File: config.mk
export PLATFORM = sky130hd
export DESIGN_NAME = emmc_host_if
export DESIGN_NICKNAME = d
export VERILOG_FILES = /design/src/rtl/jedec_p.sv /design/src/rtl/emmc_sync_fifo.sv /design/src/rtl/emmc_host_if.sv
export SDC_FILE = /design/constraint.sdc
export NUM_CORES = 1
export LEC_CHECK = 0
export CAP_MARGIN = 0
export CORE_MARGIN = 2
export CORE_UTILIZATION = 60
export CTS_BUF_LIST = sky130_fd_sc_hd__clkbuf_4 sky130_fd_sc_hd__clkbuf_8
export DETAILED_ROUTE_END_ITERATION = 12
export DONT_BUFFER_PORTS = 1
export PLACE_DENSITY = 0.86
export REMOVE_ABC_BUFFERS = 1
export SLEW_MARGIN = 10
export SYNTH_ARGS = -nofsm -noshare
export SYNTH_HDL_FRONTEND = slang
export SYNTH_SLANG_ARGS = --single-unit
File: constraint.sdc
create_clock -name clk_i -period 5.72 [get_ports clk_i]
set_input_delay 0.858 -clock clk_i [delete_from_list [all_inputs] [get_ports clk_i]]
set_output_delay 0.858 -clock clk_i [all_outputs]
set_load 0.02 [all_outputs]
File: src/rtl/jedec_p.sv
// Shared eMMC definitions: data width, host request record and host front-end FSM states.
package jedec_p;

  localparam int DAT_WIDTH = 8;

  typedef struct packed {
    logic                 we;
    logic [DAT_WIDTH-1:0] dat;
  } emmc_req_t;

  typedef enum logic [1:0] {IDLE, ISSUE, WAIT_LO, WAIT_HI} host_if_state_t;

endpackage

File: src/rtl/emmc_sync_fifo.sv
// Single-clock FIFO with an extra pointer bit so full and empty stay distinct at wrap-around.
module emmc_sync_fifo #(
  parameter int WIDTH = 9,
  parameter int DEPTH = 8
) (
  input  logic             clk_i,
  input  logic             arst_n_i,
  input  logic             push_i,
  input  logic [WIDTH-1:0] dat_i,
  input  logic             pop_i,
  output logic             full_o,
  output logic             empty_o,
  output logic [WIDTH-1:0] head_o
);

  localparam int AW = $clog2(DEPTH);
  localparam logic [AW:0] PTR_ONE = {{AW{1'b0}}, 1'b1};

  logic [AW:0]      wr_ptr;
  logic [AW:0]      rd_ptr;
  logic [WIDTH-1:0] mem [DEPTH];
  logic             do_push;
  logic             do_pop;

  assign empty_o = (wr_ptr == rd_ptr);
  assign full_o  = (wr_ptr[AW] != rd_ptr[AW]) && (wr_ptr[AW-1:0] == rd_ptr[AW-1:0]);
  assign do_push = push_i && !full_o;
  assign do_pop  = pop_i && !empty_o;
  assign head_o  = mem[rd_ptr[AW-1:0]];

  always_ff @(posedge clk_i or negedge arst_n_i) begin
    if (!arst_n_i) begin
      wr_ptr <= '0;
      rd_ptr <= '0;
    end else begin
      if (do_push) wr_ptr <= wr_ptr + PTR_ONE;
      if (do_pop)  rd_ptr <= rd_ptr + PTR_ONE;
    end
  end

  // Storage needs no reset; the pointers alone define what is valid.
  always_ff @(posedge clk_i) begin
    if (do_push) mem[wr_ptr[AW-1:0]] <= dat_i;
  end

endmodule

File: src/rtl/emmc_host_if.sv
// Host request front-end for emmc_sm: queues byte requests, issues them one at a time,
// collects read bytes into a response FIFO and watches for a stalled emmc_sm.
module emmc_host_if
  import jedec_p::*;
#(
  parameter int DEPTH   = 8,
  parameter int TIMEOUT = 4096
) (
  input  logic                 clk_i,
  input  logic                 arst_n_i,
  input  logic                 req_valid_i,
  input  logic                 req_we_i,
  input  logic [DAT_WIDTH-1:0] req_dat_i,
  output logic                 req_ready_o,
  output logic                 rsp_valid_o,
  output logic [DAT_WIDTH-1:0] rsp_dat_o,
  input  logic                 rsp_ready_i,
  output logic                 sm_start_o,
  output logic                 sm_we_o,
  output logic [DAT_WIDTH-1:0] sm_dat_o,
  input  logic [DAT_WIDTH-1:0] sm_dat_i,
  input  logic                 sm_dvalid_i,
  input  logic                 sm_ready_i,
  output logic                 busy_o,
  output logic                 err_o
);

  localparam int WD_W = $clog2(TIMEOUT + 1);
  localparam logic [WD_W-1:0] WD_LAST = WD_W'(TIMEOUT - 1);
  localparam logic [WD_W-1:0] WD_ONE  = {{(WD_W-1){1'b0}}, 1'b1};

  host_if_state_t state_q, state_d;

  emmc_req_t            req_in;
  emmc_req_t            req_head;
  logic                 req_full;
  logic                 req_empty;
  logic                 req_pop;
  logic                 rsp_full;
  logic                 rsp_empty;
  logic                 rsp_push;
  logic                 waiting;
  logic                 timeout;
  logic [WD_W-1:0]      wd_q;
  logic                 cur_we_q;
  logic                 got_rd_q;
  logic                 start_q;
  logic                 we_q;
  logic [DAT_WIDTH-1:0] dat_q;
  logic                 busy_q;
  logic                 err_q;

  assign req_in      = '{we: req_we_i, dat: req_dat_i};
  assign req_ready_o = !req_full;
  assign rsp_valid_o = !rsp_empty;

  emmc_sync_fifo #(
    .WIDTH ($bits(emmc_req_t)),
    .DEPTH (DEPTH)
  ) u_req_fifo (
    .clk_i    (clk_i),
    .arst_n_i (arst_n_i),
    .push_i   (req_valid_i),
    .dat_i    (req_in),
    .pop_i    (req_pop),
    .full_o   (req_full),
    .empty_o  (req_empty),
    .head_o   (req_head)
  );

  emmc_sync_fifo #(
    .WIDTH (DAT_WIDTH),
    .DEPTH (DEPTH)
  ) u_rsp_fifo (
    .clk_i    (clk_i),
    .arst_n_i (arst_n_i),
    .push_i   (rsp_push),
    .dat_i    (sm_dat_i),
    .pop_i    (rsp_ready_i),
    .full_o   (rsp_full),
    .empty_o  (rsp_empty),
    .head_o   (rsp_dat_o)
  );

  assign waiting = (state_q == WAIT_LO) || (state_q == WAIT_HI);
  assign req_pop = (state_q == ISSUE);

  // Only the first dvalid of a read is kept; an operation abandoned by the watchdog pushes nothing.
  assign rsp_push = waiting && sm_dvalid_i && !cur_we_q && !got_rd_q && !timeout;

  always_ff @(posedge clk_i or negedge arst_n_i) begin
    if (!arst_n_i) state_q <= IDLE;
    else           state_q <= state_d;
  end

  // A read is only issued when its byte is guaranteed a slot in the response FIFO.
  always_comb begin
    state_d = state_q;
    timeout = 1'b0;
    case (state_q)
      IDLE: begin
        if (!req_empty && sm_ready_i && (req_head.we || !rsp_full)) state_d = ISSUE;
      end
      ISSUE: state_d = WAIT_LO;
      WAIT_LO: begin
        if (!sm_ready_i) begin
          state_d = WAIT_HI;
        end else if (wd_q == WD_LAST) begin
          timeout = 1'b1;
          state_d = IDLE;
        end
      end
      WAIT_HI: begin
        if (sm_ready_i) begin
          state_d = IDLE;
        end else if (wd_q == WD_LAST) begin
          timeout = 1'b1;
          state_d = IDLE;
        end
      end
      default: state_d = IDLE;
    endcase
  end

  always_ff @(posedge clk_i or negedge arst_n_i) begin
    if (!arst_n_i) begin
      wd_q     <= '0;
      cur_we_q <= 1'b0;
      got_rd_q <= 1'b0;
      start_q  <= 1'b0;
      we_q     <= 1'b0;
      dat_q    <= '0;
      busy_q   <= 1'b0;
      err_q    <= 1'b0;
    end else begin
      if (state_d != state_q || !waiting) wd_q <= '0;
      else                                wd_q <= wd_q + WD_ONE;

      if (state_q == ISSUE) begin
        cur_we_q <= req_head.we;
        got_rd_q <= 1'b0;
      end else if (rsp_push) begin
        got_rd_q <= 1'b1;
      end

      // Command outputs are loaded on the IDLE decision so they are stable throughout ISSUE.
      start_q <= (state_d == ISSUE);
      if (state_q == IDLE && state_d == ISSUE) begin
        we_q  <= req_head.we;
        dat_q <= req_head.dat;
      end

      busy_q <= (state_d != IDLE);
      if (timeout) err_q <= 1'b1;
    end
  end

  assign sm_start_o = start_q;
  assign sm_we_o    = we_q;
  assign sm_dat_o   = dat_q;
  assign busy_o     = busy_q;
  assign err_o      = err_q;

endmodule

### Congestion heat map, run 1

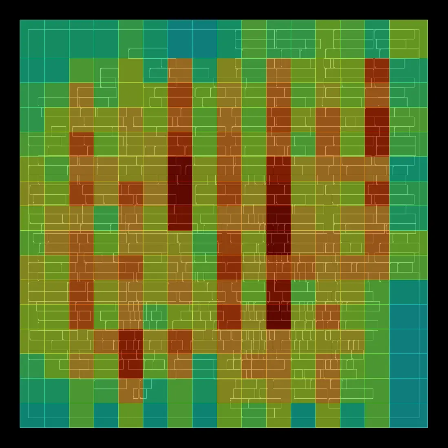
average wire length per cell after detail routing: 21.1 um
Overall Global Routing Usage: 0.207
Post-Route Utilization: 0.656
grt met3 use: 0.0551
peak-usage layer in the global routing report: met2

### M1 wires, run 1

The bar under the picture is 20 um long. Supply wires on this layer in grey.
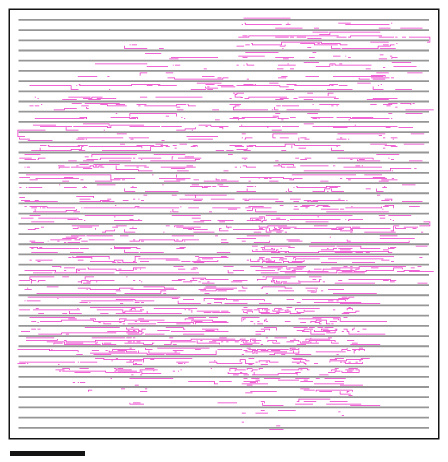
main direction: horizontal
share of all routed wire: 39%
nets with wire on the layer: 424
longest straight run: 40.5 um

==> qor.rpt, run 1 <==
SYNTHESIS
-----------------------------------------------------------------------------------------
Top cell type by total area after synthesis                                  sky130_fd_sc_hd__edfxtp_1
Dominant combinational cell family by area after synthesis                   multiplexers
Proportion of register bits with asynchronous set or reset after synthesis          0.249
And+or+nand+nor area frac                                                          0.0644
Cell types occupying the most area after synthesis                           sky130_fd_sc_hd__edfxtp_1, sky130_fd_sc_hd__dfrtp_1, sky130_fd_sc_hd__mux4_2
Area share of fa/ha/maj cells after synthesis                                     0.00859
XOR/XNOR Fraction of Synth Area                                                    0.0337
Summed standard-cell area reported by yosys                                  0.00728 mm^2
Dominant synthesized flop cell                                               sky130_fd_sc_hd__edfxtp_1
Top-area cell type share of the netlist area                                        0.561

PLACEMENT
-----------------------------------------------------------------------------------------
Area of placed instances                                                     0.00743 mm^2
Number of port buffers                                                                  0

POWER
-----------------------------------------------------------------------------------------
Pwr dens                                                                      482 mW/mm^2
Worst ir drop on vdd                                                             0.289 mV
Power in combinational cells                                                      1.02 mW
Part of the total power dissipated in sequential elements                           0.512
Net Sw Power                                                                      1.28 mW
Switching part of the total                                                         0.339
Power consumed by sequential cells                                                1.93 mW
Comb power frac                                                                     0.271
Clock group share of total power                                                    0.217

CLOCK TREE
-----------------------------------------------------------------------------------------
Register clock-pin slew on the reported worst setup and hold paths                0.10 ns
Setup bufs post-CTS                                                                     0
Number of clock buffers inserted by TritonCTS                                          17
Cell at the root of the clock tree                                           sky130_fd_sc_hd__clkbuf_8
Clock tree from TritonCTS                                                           built
Number of cells upsized or downsized after cts                                          0

FINAL LAYOUT
-----------------------------------------------------------------------------------------
Share of the final layout cell area in sequential cells                             0.666
Area-dominant cell class after layout                                        flip-flops and latches
Max reg flops                                                                          72
Seq Cell Count                                                                        181
Synthesis-to-layout area growth                                                     7.35%
Most frequently placed logic cell in the final layout                        sky130_fd_sc_hd__edfxtp_1
Fill cell instance count of the final layout                                          784
Data buffer area share                                                            0.00480
Nets                                                                                  445
Inverter count of the layout excluding clock inverters                                  4
MI comb area                                                                 0.00199 mm^2

SETUP PATH
-----------------------------------------------------------------------------------------
Logic depth of the worst setup path including buffers                                   3
Cell chain of the critical path                                              buf_4, mux4_2, mux2_2
Sort of element at the start of the critical path                               flip-flop
Sum of buffers and inverters on the critical path                                       1
Destination of the critical timing path                                      rsp_dat_o[6]
Crit path capture type                                                         output pin
Worst r2r path cells                                                                    5
Required arrival time at the worst endpoint                                       4.86 ns
Path type of the worst setup path                                              reg -> out
Slack of the worst reg-to-reg path                                                2.58 ns
Worst R2R End                                                                u_req_fifo.mem[4][0]
Crit. Startpoint                                                             u_rsp_fifo.rd_ptr[0]

DETAILED ROUTING
-----------------------------------------------------------------------------------------
Total vias in the final route                                                        3480
Highest layer used for signal routing                                                met4
Detailed Route Iter0 Violations                                                       228
ANT nets after route                                                                    0
Vias per cell                                                                        6.03
Routed length on met2                                                             6690 um

GRT
-----------------------------------------------------------------------------------------
Remaining global-route overflow                                                         0
Via count of the first global-routing pass                                           3723
Antenna violations before repair                                                        0
Global-route wire length before repair                                           19600 um

FLOORPLAN
-----------------------------------------------------------------------------------------
Initial Util                                                                        0.611
DIE HEIGHT                                                                         114 um
Die boundary width                                                                 114 um
Number of rows created at floorplan                                                    40

OUTCOME
-----------------------------------------------------------------------------------------
Result of the run                                                            finished, final reports clean

STA
-----------------------------------------------------------------------------------------
F_max                                                                             306 MHz
Setup TNS                                                                            0 ns
Final min period                                                                  3.27 ns
Tightest Pin Transition                                                           1.08 ns
Final tally of setup violations                                                         0

### M3 wires, run 1

The bar under the picture is 20 um long. Cells faint in the background.
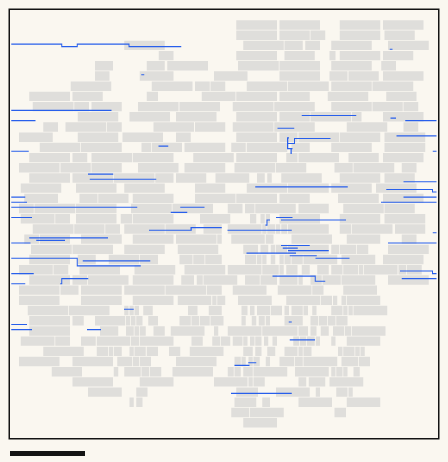
share of all routed wire: 4.9%
wire length on this layer: 599 um
nets with wire on the layer: 45
main direction: horizontal

### Close-up of the layout, run 1

The bar under the picture is 10 um long. Window x 66 to 106, y 9 to 49 um. Cells in grey, sequential cells in the stronger grey; small squares are vias.
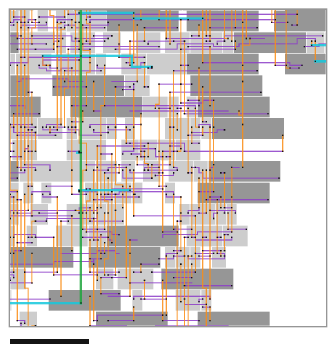

==> run 2: changes to the inputs <==
--- a/config.mk
+++ b/config.mk
@@ -7,11 +7,11 @@
 export LEC_CHECK = 0
 export CAP_MARGIN = 0
 export CORE_MARGIN = 2
-export CORE_UTILIZATION = 60
+export CORE_UTILIZATION = 59
 export CTS_BUF_LIST = sky130_fd_sc_hd__clkbuf_4 sky130_fd_sc_hd__clkbuf_8
 export DETAILED_ROUTE_END_ITERATION = 12
 export DONT_BUFFER_PORTS = 1
-export PLACE_DENSITY = 0.86
+export PLACE_DENSITY = 0.88
 export REMOVE_ABC_BUFFERS = 1
 export SLEW_MARGIN = 10
 export SYNTH_ARGS = -nofsm -noshare
==> constraint.sdc (replaced) <==
create_clock -name clk_i -period 2.6 [get_ports clk_i]
set_input_delay 0.39 -clock clk_i [delete_from_list [all_inputs] [get_ports clk_i]]
set_output_delay 0.39 -clock clk_i [all_outputs]
set_load 0.02 [all_outputs]
### Close-up of the layout, run 2

The bar under the picture is 10 um long. Window x 66 to 106, y 9 to 49 um. Cells in grey, sequential cells in the stronger grey; small squares are vias.
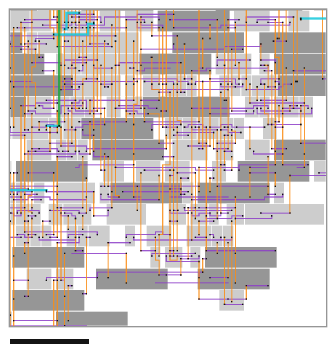
legend:
  metal 4:
    colour: green
  metal 3:
    colour: cyan
  metal 2:
    colour: orange
  metal 1:
    colour: purple
sequential cells in the window: 21
netlist names of flops here include: `wd_q` (13), `u_rsp_fifo.mem` (3)
most frequent: nor2_1 (19), dfrtp_1 (18), nand2_1 (10)
cells with their middle in the window: 112

==> run 2 against run 1 <==
- via count rose by 7.2%
- clock power rose by 120%
- largest power group unchanged
- core utilization rose by 2.8 points
- register-to-register slack got worse by 2.4 ns
- non-clock buffer count rose by 41
- global-route usage rose by 1.5 points
- sequential cell count did not move
- routed wire length rose by 14%
- sequential share of layout area fell by 3.2 points
- first-iteration DRC count rose by 38%
- synthesized cell count did not move
- combinational power rose to 2.7 times the previous value
==> qor.rpt, run 2 <==
SETUP PATH
-----------------------------------------------------------------------------------------
Crit path capture type                                                          flip-flop
Sort of element at the start of the critical path                               flip-flop
Required arrival time at the worst endpoint                                       2.68 ns
Worst r2r path cells                                                                    7
Reg2Reg Launch Point                                                              wd_q[0]
Sum of buffers and inverters on the critical path                                       2
Logic depth of the worst setup path including buffers                                   7
Destination of the critical timing path                                      u_rsp_fifo.mem[5][2]
Slack of the worst reg-to-reg path                                                0.15 ns
Path type of the worst setup path                                              reg -> reg

STA
-----------------------------------------------------------------------------------------
Setup TNS                                                                            0 ns
PnR worst setup slack                                                            0.154 ns
F_max                                                                             409 MHz
Final min period                                                                  2.45 ns
Final tally of setup violations                                                         0
Tightest Pin Transition                                                          0.900 ns

SYNTHESIS
-----------------------------------------------------------------------------------------
Area share of fa/ha/maj cells after synthesis                                     0.00859
Dominant combinational cell family by area after synthesis                   multiplexers
Top cells by count, synth                                                    sky130_fd_sc_hd__edfxtp_1, sky130_fd_sc_hd__dfrtp_1, sky130_fd_sc_hd__mux4_2
Dominant synthesized flop cell                                               sky130_fd_sc_hd__edfxtp_1
Cell types occupying the most area after synthesis                           sky130_fd_sc_hd__edfxtp_1, sky130_fd_sc_hd__dfrtp_1, sky130_fd_sc_hd__mux4_2
XOR/XNOR Fraction of Synth Area                                                    0.0337
Proportion of register bits with asynchronous set or reset after synthesis          0.249
Top cell type by total area after synthesis                                  sky130_fd_sc_hd__edfxtp_1
Top-area cell type share of the netlist area                                        0.561
Summed standard-cell area reported by yosys                                  0.00728 mm^2

POWER
-----------------------------------------------------------------------------------------
Worst ir drop on vdd                                                             0.564 mV
Part of the total power dissipated in sequential elements                           0.468
Comb power frac                                                                     0.322
Power in combinational cells                                                      2.80 mW
Clock group share of total power                                                    0.210
Pwr dens                                                                     1060 mW/mm^2

DETAILED ROUTING
-----------------------------------------------------------------------------------------
Routed length on met2                                                             7560 um
Highest layer used for signal routing                                                met4
ANT nets after route                                                                    0
Post-route met1 wirelength                                                        5310 um
Average wire length per cell after detail routing                                 22.4 um
Detailed Route Iter0 Violations                                                       315
Total wirelength of the detailed-routed design                                   13900 um

PLACEMENT
-----------------------------------------------------------------------------------------
Area of placed instances                                                     0.00762 mm^2
Cell Count Post-Placement                                                             569
Number of port buffers                                                                  0
Global placement routability congestion                                             0.765

CLOCK TREE
-----------------------------------------------------------------------------------------
Number of clock buffers inserted by TritonCTS                                          17
Clock tree from TritonCTS                                                           built
Number of cells upsized or downsized after cts                                          1
Register clock-pin slew on the reported worst setup and hold paths                0.09 ns
Setup bufs post-CTS                                                                     0

FLOORPLAN
-----------------------------------------------------------------------------------------
Number of rows created at floorplan                                                    40
DIE HEIGHT                                                                         115 um
Die boundary width                                                                 115 um

GRT
-----------------------------------------------------------------------------------------
Antenna violations before repair                                                        0
Remaining global-route overflow                                                         0
Global-route wire length before repair                                           21200 um
Via count of the first global-routing pass                                           3979
Grt met3 use                                                                       0.0617
Peak-usage layer in the global routing report                                        met2

FINAL LAYOUT
-----------------------------------------------------------------------------------------
Post-Route Utilization                                                              0.684
Inverter count of the layout excluding clock inverters                                  4
Most frequently placed logic cell in the final layout                        sky130_fd_sc_hd__edfxtp_1
Max reg flops                                                                          72
Fill cell instance count of the final layout                                          751
Data buffer area share                                                             0.0513
Share of the final layout cell area in sequential cells                             0.634
Nets                                                                                  486
MI comb area                                                                 0.00200 mm^2
Final standard cell count with taps included and fillers excluded                     618
Synthesis-to-layout area growth                                                     12.8%
Seq Cell Count                                                                        181

JOB
-----------------------------------------------------------------------------------------
MaxCap Viol Count                                                                       0

OUTCOME
-----------------------------------------------------------------------------------------
Result of the run                                                            finished, final reports clean

### M3 wires, run 2

The bar under the picture is 20 um long. Cells faint in the background.
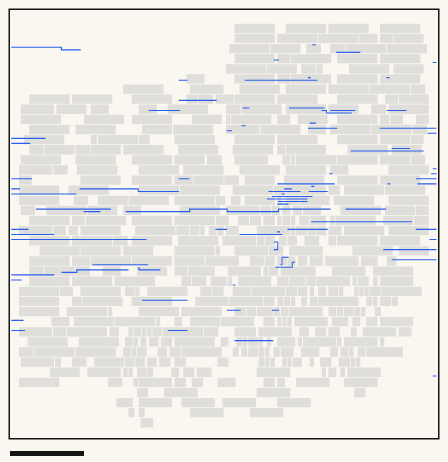
wire length on this layer: 627 um
nets with wire on the layer: 59

==> run 3: changes to the inputs <==
--- a/config.mk
+++ b/config.mk
@@ -6,13 +6,12 @@
 export NUM_CORES = 1
 export LEC_CHECK = 0
 export CAP_MARGIN = 0
-export CORE_MARGIN = 2
+export CORE_MARGIN = 3
 export CORE_UTILIZATION = 59
 export CTS_BUF_LIST = sky130_fd_sc_hd__clkbuf_4 sky130_fd_sc_hd__clkbuf_8
 export DETAILED_ROUTE_END_ITERATION = 12
 export DONT_BUFFER_PORTS = 1
 export PLACE_DENSITY = 0.88
-export REMOVE_ABC_BUFFERS = 1
 export SLEW_MARGIN = 10
 export SYNTH_ARGS = -nofsm -noshare
 export SYNTH_HDL_FRONTEND = slang
### Close-up of the layout, run 3

The bar under the picture is 10 um long. Window x 68 to 108, y 9 to 49 um. Cells in grey, sequential cells in the stronger grey; small squares are vias.
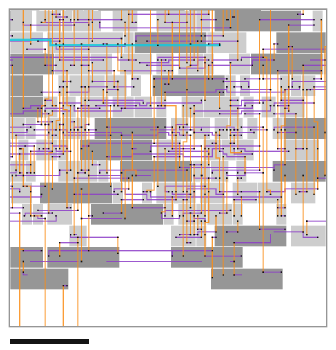
legend:
  metal 3:
    colour: cyan
  metal 1:
    colour: purple
  metal 2:
    colour: orange
sequential cells in the window: 18
netlist names of flops here include: `wd_q` (12)
most frequent: nor2_1 (18), dfrtp_1 (17), nand2_1 (11)
cells with their middle in the window: 106

==> run 3 against run 2 <==
- clock skew about the same
- power down 1.2%
- core utilization up 0.18 points
- via count down 1.3%
- die area up 3.5%
- clock power about the same
- critical endpoint is now rsp_dat_o[4]
==> qor.rpt, run 3 <==
FINAL LAYOUT
-----------------------------------------------------------------------------------------
Inverter count of the layout excluding clock inverters                                  4
Nets                                                                                  470
Most frequently placed logic cell in the final layout                        sky130_fd_sc_hd__edfxtp_1
Area-dominant cell class after layout                                        flip-flops and latches
Fill cell instance count of the final layout                                          745
Post-Route Utilization                                                              0.686
Share of the final layout cell area in sequential cells                             0.646
Max reg flops                                                                          72
Synthesis-to-layout area growth                                                     10.7%
MI comb area                                                                 0.00200 mm^2

DETAILED ROUTING
-----------------------------------------------------------------------------------------
Average wire length per cell after detail routing                                 21.6 um
Total vias in the final route                                                        3682
Post-route met1 wirelength                                                        5260 um
Routed length on met2                                                             7030 um

POWER
-----------------------------------------------------------------------------------------
Power consumed by sequential cells                                                4.10 mW
Power in combinational cells                                                      2.66 mW
Worst ir drop on vdd                                                             0.707 mV
Switching part of the total                                                         0.328

STA
-----------------------------------------------------------------------------------------
Setup TNS                                                                            0 ns
F_max                                                                             403 MHz
Tightest Pin Transition                                                          0.826 ns

SYNTHESIS
-----------------------------------------------------------------------------------------
Top cell type by total area after synthesis                                  sky130_fd_sc_hd__edfxtp_1
Dominant combinational cell family by area after synthesis                   multiplexers
Area share of fa/ha/maj cells after synthesis                                     0.00859
Proportion of register bits with asynchronous set or reset after synthesis          0.249
Top-area cell type share of the netlist area                                        0.561
Cell types occupying the most area after synthesis                           sky130_fd_sc_hd__edfxtp_1, sky130_fd_sc_hd__dfrtp_1, sky130_fd_sc_hd__mux4_2
And+or+nand+nor area frac                                                          0.0644
Summed standard-cell area reported by yosys                                  0.00728 mm^2
Top cells by count, synth                                                    sky130_fd_sc_hd__edfxtp_1, sky130_fd_sc_hd__dfrtp_1, sky130_fd_sc_hd__mux4_2

SETUP PATH
-----------------------------------------------------------------------------------------
Crit path capture type                                                         output pin
Destination of the critical timing path                                      rsp_dat_o[4]
Cell chain of the critical path                                              buf_4, mux4_2, mux2_2
Required arrival time at the worst endpoint                                       2.21 ns
Sort of element at the start of the critical path                               flip-flop
Logic depth of the worst setup path including buffers                                   3
Crit. Startpoint                                                             u_rsp_fifo.rd_ptr[0]
Worst R2R End                                                                u_rsp_fifo.mem[6][3]
Sum of buffers and inverters on the critical path                                       1
Slack of the worst reg-to-reg path                                                0.17 ns
Worst r2r path cells                                                                    6

PLACEMENT
-----------------------------------------------------------------------------------------
Area of placed instances                                                     0.00763 mm^2
Number of port buffers                                                                  0
Cell Count Post-Placement                                                             585

GRT
-----------------------------------------------------------------------------------------
Overall Global Routing Usage                                                        0.214
Peak-usage layer in the global routing report                                        met2
Grt met3 use                                                                       0.0524
Remaining global-route overflow                                                         0
Antenna violations before repair                                                        0
Global-route wire length before repair                                           21600 um

CLOCK TREE
-----------------------------------------------------------------------------------------
Number of cells upsized or downsized after cts                                          2
Cell at the root of the clock tree                                           sky130_fd_sc_hd__clkbuf_8
Number of clock buffers inserted by TritonCTS                                          17
Setup bufs post-CTS                                                                     0
Clock tree from TritonCTS                                                           built
Register clock-pin slew on the reported worst setup and hold paths                0.10 ns

FLOORPLAN
-----------------------------------------------------------------------------------------
Initial Util                                                                        0.619
Die boundary width                                                                 117 um

JOB
-----------------------------------------------------------------------------------------
MaxCap Viol Count                                                                       0

OUTCOME
-----------------------------------------------------------------------------------------
Result of the run                                                            finished, final reports clean

### M3 wires, run 3

The bar under the picture is 20 um long. Cells faint in the background.
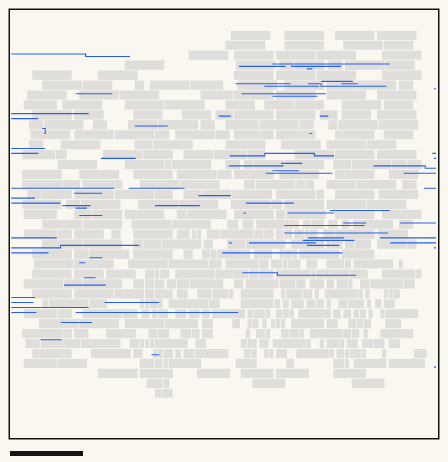
share of all routed wire: 6.9%
nets with wire on the layer: 57

Power is estimated from default activity; no workload was simulated.
